==> config.mk <==
export PLATFORM = sky130hd
export DESIGN_NAME = game_ctrl
export DESIGN_NICKNAME = d
export VERILOG_FILES = /design/src/rtl/game_pkg.sv /design/src/rtl/bcd_counter2.sv /design/src/rtl/game_ctrl.sv
export SDC_FILE = /design/constraint.sdc
export NUM_CORES = 1
export LEC_CHECK = 0
export CAP_MARGIN = 20
export CORE_MARGIN = 2
export CORE_UTILIZATION = 42
export DETAILED_ROUTE_END_ITERATION = 8
export PLACE_DENSITY = 0.73
export SETUP_SLACK_MARGIN = 0.05
export SYNTH_ARGS = -nofsm -noshare
export SYNTH_HDL_FRONTEND = slang
export SYNTH_SLANG_ARGS = --single-unit
==> constraint.sdc <==
create_clock -name clk -period 2.8 [get_ports clk]
set_clock_uncertainty 0.2 [all_clocks]
set_input_delay 0.28 -clock clk [delete_from_list [all_inputs] [get_ports clk]]
set_output_delay 0.28 -clock clk [all_outputs]
set_load 0.02 [all_outputs]
Fig. 1: signal wires on met2
Drawn at 4 px/um. Cells faint in the background.
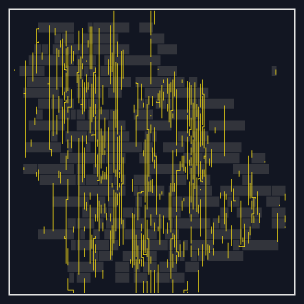
The wires run mostly vertical. The layer holds 47% of the routed length.
total number of vias: 1,487
routed wire length: 3700 um
global-route met2 utilization: 25.1%

Fig. 2: routing congestion
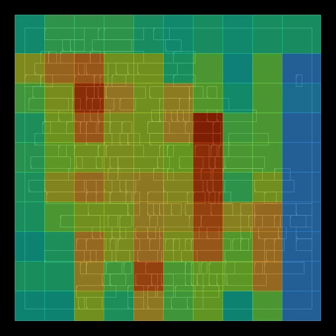
final core area utilization: 51.7%
fraction of met3 tracks used by global routing: 4.27%
aggregate global-route resource usage: 15.8%

==> notes.md <==
Implementation results. The flow ran to the end, and the final reports show no timing, DRC or antenna violations. Cell count in the Yosys report landed at 188. Yosys synthesis warning count landed at 0. The count of nets left with antenna violations once routing finished came out at 0. Yosys reports that the leading cell type by area covers around 46% of the netlist area. In this run the clock root is driven by a clkbuf_8. Traced cell by cell, the critical path runs through inv_1 > ha_1 > nor4b_2 > nand4_1 > or3_1 > a21oi_1. Per the OpenROAD power report, leakage power amounts to 0.976 nW. Count of cells along the worst register-to-register path landed at 6. After layout, the worst path uses between 70 and 80% of the clock period. Number of max-cap violations landed at 0. Clock insertion delay at the later pin of the skew report landed at between 0.2 and 0.3 ns. On the critical path the data arrives at roughly 2.2 ns. The first global-routing pass estimated 6350 um of wire. Half-perimeter wire length after detailed placement landed at about 2700 um. Along the worst path, the maximum fanout reaches 7.

TritonCTS built the clock tree. In the final layout, the multi-input gates occupy around 940 um2. In this run, the synthesized area fraction spent on adder and majority cells is recorded as under 10%.

Clock group share of total power landed at 36.0%. Combinational logic is responsible for 12.6% of the overall power. The power report lists the combinational group at 143 uW. Net switching is 26.6% of the power. The setup check on the worst reg-to-reg path leaves a slack of 0.60 ns. Via density per instance landed at between 5 and 6. Per the layout area report, the register area comes to 902 um2. Non-clock buffer share of cell area landed at approximately a tenth. Entering global routing, the biggest net connects 37 pins.

Final total negative setup slack landed at 0 ns. According to the finish report, the design has a final net count of 230. Total count of hold-check failures in the final report landed at 0.

Once the floorplan was initialized, standard cells occupied a little over two fifths of the core. Compound-gate portion of the synthesized area landed at a little over an eighth. Count of pins on the block boundary landed at 23.

Counting the clock-network buffers in the layout gives 8. Clock-pin slew on the worst setup and hold paths landed at roughly 0.070 ns. Gate count of the mapped netlist landed at between 150 and 200. The worst hold path belongs to the class primary input to asynchronous set/reset pin.

Number of cells upsized or downsized after cts landed at 0. Proportion of register bits with asynchronous set or reset after synthesis landed at 100%. The count of buffers added on input and output ports is 20. Data required time at the worst endpoint landed at between 2 and 3 ns. The design has 36 sequential cells.

Non-clock buffer count in the final layout landed at 23. The final layout report lists a non-clock inverter count of 7. In this run the standard cell core region covers approximately 4400 um2.

The H-tree generated during clock tree synthesis spans 2 levels. Per the cell usage report, the commonest logic cells after layout are dfrtp_1 (35), nand2_1 (20), clkdlybuf4s50_1 (20), a21oi_1 (14), nor3_1 (11). Post-synthesis sequential element count landed at 36. Number of clock buffers inserted by TritonCTS landed at 5. For this run, the script counts the antenna cells in the layout as 0. The largest total area in the synthesized netlist belongs to dfrtp_1.

Setup slack of the critical path after layout landed at between 0.5 and 0.6 ns. Number of cells in the finished layout apart from fillers landed at between 200 and 300. Cell internal power was estimated by the tool at 833 uW. Once placement completed, the tool counted placed cells totaling about 260.

Count of standard-cell rows landed at 24. Leaving out fill and tap cells, the most frequent cell in the layout is dfrtp_1. Post-synth the commonest register cell is dfrtp_1. After Yosys synthesis, XOR and XNOR cells account for between 2 and 3% of the synthesized area. OpenROAD emitted warnings numbering 29. The via count of the first global-routing pass is about 1,400.

Setup repair after global routing left no endpoint under its margin. The largest individual stage delay along the critical path comes from the cell dfrtp_1. Number of search-and-repair iterations in the first detailed-routing pass landed at 4. The power report lists the sequential group at roughly 580 uW. Post-synthesis sequential area ratio landed at ~48%. After clock tree synthesis, the flow added hold-fix buffers numbering 0.

Layout cell share with drive strength beyond 1 landed at between 10% and 20%. Total global routing overflow landed at 0. The die covers 5040 um2. In this run the power spent charging and discharging nets is between 300 and 400 uW. Power density over the cells landed at ~500 nW/um2. Relative to the synthesized area, the layout overhead comes to 19.4%. Number of multi-input logic gates landed at 143. By area the synthesized netlist is led by dfrtp_1 (46%), ha_1 (5.3%), nand2_1 (4.0%).

In this run the deepest clock path goes through 2 buffers. Count of inserted tapcells landed at 52. Filler cell count landed at around 380. Timing would allow up to 454 MHz. Pin slew with the least headroom to its limit landed at 0.624 ns.

In the final report, the number of endpoints failing setup comes to 0. After synthesis, the largest family of logic cells by area is simple AND/OR/NAND/NOR gates. Share of cell area taken by multi-input logic gates landed at 41.6%.

The most common cell in the synthesized netlist is dfrtp_1. Per report_power, the Clock row totals just over 400 uW. For this run, the slowest stage of the critical path takes ~0.45 ns. Placement-stage cell area landed at between 2000 and 2500 um2. Area reported by Yosys stat landed at 1890 um2. The number of setup buffers added after CTS is 0. Routing resource usage on met1 recorded by global route was a little over a fifth. Counting pins that exceed their max-slew limit in the final report gives 0. Looking at the area split, the leading class of cells is logic gates. The worst path in the final design needs a cycle of about 2.2 ns, including I/O delays and setup. Measured along the x axis, the die boundary spans about 71 um. Fraction of synthesized area in multiplexers landed at between 1.5 and 2%. Measured against its own limit, the worst slew margin works out to approximately three fifths.

Sequential power share landed at between 50 and 60%. Number of synthesized flops with an enable pin landed at 0. The design draws between 1 and 1.5 mW.
## critical path, delay by kind of cell, from the launching register on
kind | cells | cell delay, ns
simple gates | 3 | 1.11
fa+ha+maj | 1 | 0.15
flops | 1 | 0.45
buf+inv | 1 | 0.08
compound gates | 1 | 0.14
## routing by layer
| layer | share of wire, % | vias up |
|---|---|---|
| met3 | 2.6 | 6 |
| met5 | 0 | - |
| met1 | 49 | 729 |
| met4 | 1.2 | 0 |
| met2 | 47 | 14 |
| li1 | - | 738 |
## logic make-up (layout without fill, tap and decap cells)
group | after synthesis | in the layout
compound gates | 41 | 41
xor+xnor | 6 | 6
fa+ha+maj | 8 | 8
buf+inv | 10 | 38
flops | 36 | 36
mux | 3 | 3
other cells | 1 | 2
simple gates | 83 | 83
Power and IR drop assume default switching activity.
